`src/rtl/seg7_scan_driver.sv`:
```
// Multiplexed common-anode 7-segment driver: a shadow-latched hex value is scanned one digit
// per slot. Each slot opens with an all-off guard interval so that digit changes never ghost.
module seg7_scan_driver #(
  parameter int DIGITS    = 4,
  parameter int SCAN_DIV  = 50000,
  parameter int GUARD     = 500,
  parameter int BLINK_DIV = 25
) (
  input  logic                  CLK,
  input  logic                  RST,
  input  logic [4*DIGITS-1:0]   DIN,
  input  logic                  LOAD,
  input  logic [DIGITS-1:0]     EN,
  input  logic [DIGITS-1:0]     BLINK,
  input  logic                  LZB,
  output logic [6:0]            HEX,
  output logic [DIGITS-1:0]     DIG,
  output logic                  SCAN_TICK
);

  localparam int IW = (DIGITS > 1) ? $clog2(DIGITS) : 1;
  localparam int PW = (SCAN_DIV > 1) ? $clog2(SCAN_DIV) : 1;
  localparam int BW = (BLINK_DIV > 1) ? $clog2(BLINK_DIV) : 1;

  logic [4*DIGITS-1:0] shadow;
  logic [PW-1:0]       presc;
  logic [IW-1:0]       index;
  logic [BW-1:0]       blink_cnt;
  logic                blink_on;

  logic                slot_end;
  logic                round_end;
  logic [3:0]          nib;
  logic                en_sel;
  logic                blink_sel;
  logic                lz_sel;
  logic [DIGITS-1:0]   lz;
  logic                visible;
  logic [6:0]          hex_next;
  logic [DIGITS-1:0]   dig_next;

  function automatic logic [6:0] seg_decode(input logic [3:0] v);
    logic [6:0] s;
    case (v)
      4'h0: s = 7'b1000000;
      4'h1: s = 7'b1111001;
      4'h2: s = 7'b0100100;
      4'h3: s = 7'b0110000;
      4'h4: s = 7'b0011001;
      4'h5: s = 7'b0010010;
      4'h6: s = 7'b0000010;
      4'h7: s = 7'b1011000;
      4'h8: s = 7'b0000000;
      4'h9: s = 7'b0010000;
      4'hA: s = 7'b0001000;
      4'hB: s = 7'b0000011;
      4'hC: s = 7'b1000110;
      4'hD: s = 7'b0100001;
      4'hE: s = 7'b0000110;
      default: s = 7'b0001110;
    endcase
    return s;
  endfunction

  assign slot_end  = (presc == PW'(SCAN_DIV - 1));
  assign round_end = slot_end && (index == IW'(DIGITS - 1));

  // lz[i] is set when every nibble from the top digit down to i is zero
  always_comb begin
    logic run;
    run = 1'b1;
    lz  = '0;
    for (int i = DIGITS - 1; i >= 0; i--) begin
      run   = run && (shadow[4*i +: 4] == 4'h0);
      lz[i] = run;
    end
  end

  always_comb begin
    nib       = 4'h0;
    en_sel    = 1'b0;
    blink_sel = 1'b0;
    lz_sel    = 1'b0;
    for (int i = 0; i < DIGITS; i++) begin
      if (index == IW'(i)) begin
        nib       = shadow[4*i +: 4];
        en_sel    = EN[i];
        blink_sel = BLINK[i];
        lz_sel    = lz[i];
      end
    end
  end

  assign visible = en_sel && !(blink_sel && !blink_on) &&
                   !(LZB && (index != '0) && lz_sel);

  always_comb begin
    hex_next = 7'b1111111;
    dig_next = '1;
    if (presc >= PW'(GUARD)) begin
      dig_next = ~(DIGITS'(1) << index);
      if (visible) hex_next = seg_decode(nib);
    end
  end

  always_ff @(posedge CLK) begin
    if (RST) begin
      shadow    <= '0;
      presc     <= '0;
      index     <= '0;
      blink_cnt <= '0;
      blink_on  <= 1'b1;
      HEX       <= 7'b1111111;
      DIG       <= '1;
      SCAN_TICK <= 1'b0;
    end else begin
      if (LOAD) shadow <= DIN;
      presc <= slot_end ? '0 : presc + 1'b1;
      if (slot_end) index <= round_end ? '0 : index + 1'b1;
      SCAN_TICK <= round_end;
      if (round_end) begin
        if (blink_cnt == BW'(BLINK_DIV - 1)) begin
          blink_cnt <= '0;
          blink_on  <= ~blink_on;
        end else begin
          blink_cnt <= blink_cnt + 1'b1;
        end
      end
      HEX <= hex_next;
      DIG <= dig_next;
    end
  end

endmodule

```
`config.mk`:
```
export PLATFORM = sky130hd
export DESIGN_NAME = seg7_scan_driver
export DESIGN_NICKNAME = d
export VERILOG_FILES = /design/src/rtl/seg7_scan_driver.sv
export SDC_FILE = /design/constraint.sdc
export NUM_CORES = 1
export LEC_CHECK = 0
export ABC_AREA = 1
export ABC_CLOCK_PERIOD_IN_PS = 2450
export CORE_MARGIN = 5
export CORE_UTILIZATION = 45
export CTS_BUF_LIST = sky130_fd_sc_hd__clkbuf_8 sky130_fd_sc_hd__clkbuf_16
export DETAILED_ROUTE_END_ITERATION = 8
export PLACE_DENSITY_LB_ADDON = 0.1
export SYNTH_ARGS = -nofsm -noshare
export SYNTH_HDL_FRONTEND = slang
export SYNTH_SLANG_ARGS = --single-unit
export TNS_END_PERCENT = 50
```
`constraint.sdc`:
```
create_clock -name CLK -period 2.45 [get_ports CLK]
set_input_delay 0.245 -clock CLK [delete_from_list [all_inputs] [get_ports CLK]]
set_output_delay 0.245 -clock CLK [all_outputs]
set_load 0.1 [all_outputs]
```
==> metrics.sh <==
STATUS='completed'
CP-STARTPOINT='index[0]'
MAXSLEWHEADROOM=0.5721
YOSYSCHIPAREA_SQ_MM=0.002778
DRT-INITIAL-DRC-COUNT=107
GP_CONGESTION=0.9464
FILLER_CELL_COUNT=588
LEVELS_ON_CRIT_PATH=7
TIMING.CRITICAL_PATH.CELLS='ha_1, inv_1, or2_2, nand2_1, nand2_1, nand3_1, nand3_1'
MAX_CAPACITANCE_VIOLATION_COUNT=0
YOSYS.AREA_SHARE.AOI=0.09640
WORST-SLEW-PIN-TRANSITION_NS=0.6370
FINAL_AREA_SQ_MM=0.003311
GLOBAL_ROUTE.USAGE.MET1=0.2119
ANTENNA_FOUND_INITIAL=0
AREA.SHARE.SEQUENTIAL=0.3144
MUX_AREA_FRAC=0
POST_SYNTH_FA_HA_MAJ_AREA_FRACTION=0.06306
ROUTE.DETAILED.VIAS_PER_INST=4.992
YOSYSWARNINGS=0
FF_LATCH_AREA_SQ_MM=0.001041
YOSYS-STAT-CELLS=411
REGTOREGSETUPSLACK_NS=0.41
FINAL_CELL_COUNT_NO_FILL=527
ASYNC_FLOP_SHARE=0
CPLARGESTDELAYFAMILY='simple AND/OR/NAND/NOR gates'
POSTSYNTHAREAPERCELL_SQ_UM=6.758
MIN_DELAY_WORST_ENDPOINT='blink_on'
GLOBAL_ROUTE.USAGE.MET3=0.03259
CHIPWIDTH_MICRONS=88.57
GRT_UTIL_MET2=0.2998
LARGEST_AREA_CELL='sky130_fd_sc_hd__dfxtp_1'
WORSTSETUPPATHTYPE='reg -> reg'
POSTCTSRESIZEDCELLS=0
SYNTHESIZED_NET_COUNT=453
HOLD_PATH_DEPTH=2
SYNTHTOPCELLSBYAREA='sky130_fd_sc_hd__dfxtp_1, sky130_fd_sc_hd__nand2_1, sky130_fd_sc_hd__nand3_1'
CLOCK_TREE.HTREE_LEVEL_COUNT=2
POWER_PER_CELL_AREA_mW_PER_MM2=481.5
GRT_START_MAX_NET_PINS=23
CLOCK_SINKS=52
TIMING.RR.END='HEX[4]'
LOGIC_AREA_SQ_MM=0.001508
POWERCOMB_uW=170
FINAL_COMMON_CELL='sky130_fd_sc_hd__nand2_1'
SYNTH_SEQ_SHARE=0.3748
POWER.LARGEST_GROUP='registers'
LAYOUT_SETUP_WS_NS=0.4108
ROUTED-VIA-COUNT=2631
GR-TOTAL-OVERFLOW=0
FP-ROW-COUNT=28
REPORT.FINAL.SETUP_VIOL=0
SYNTH_DOMINANT_CELL_COUNT='sky130_fd_sc_hd__nand2_1'
ENABLE_FLOP_CELLS=0
COMB.MULTI_INPUT.COUNT=301
PWR-SHARE-SEQ=0.556
HIGHEST_LAYER='met4'
N_ALL_BUFFERS=43
FLOP_CELL='sky130_fd_sc_hd__dfxtp_1'
CELL_INTERNAL_PWR_uW=1165
POST-LAYOUT-TOTAL-POWER_uW=1594
STARTPOINT_TYPE='flop'
FINISH.UTILIZATION=0.5559
POSTCTSSETUPBUFFERS=0
SYN_INST=411
DETAIL_ROUTE.WL_PER_CELL_MICRONS=11.52
MIN_HOLD_SLACK_NS=0.4724
NUMPLACEDINSTANCES=519
FINAL_MAX_SLEW_VIOLATION_TALLY=0
PRECTSSETUPSLACK_NS=0.4362
CP.ARRIVAL_NS=2.25
NUMPORTBUFFERS=39
SHARE_OF_FINAL_LAYOUT_STANDARD_CELLS_STRONGER_THAN_DRIVE_STRENGTH_1=0.09513
SWITCHING_SHARE=0.2692
SEQ-POWER_uW=887
PERIOD_NEEDED_NS=2.039
LAYOUT.CLOCK_BUFFERS=5
PG_CLK_uW=537
VDD_IR_DROP_MAX_mV=0.3012
### Clock nets

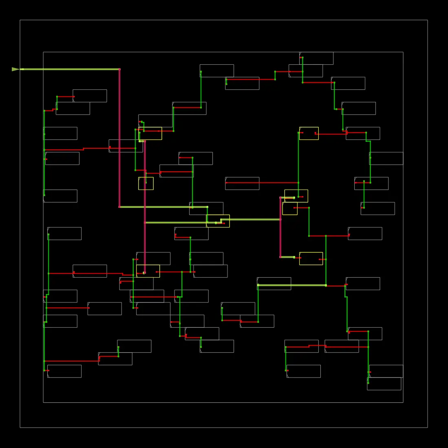
Seq cells: 52
number of buffers added by the clock tree synthesis step: 5

### Placement density heat map

Scale: 3 px per micron. The die is cut into 9 by 9 equal tiles; black is low, pale yellow is high, 0 to 100% covered.
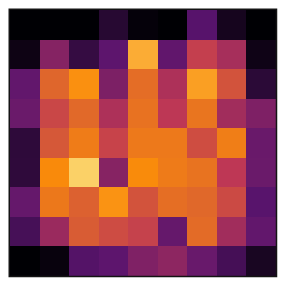
mean over tiles = 41%
tiles over 75% full = 6.2%
nearly empty tiles = 8.6%
emptiest ninth of the die = upper left
densest ninth of the die = centre

Power is estimated from default activity; no workload was simulated.
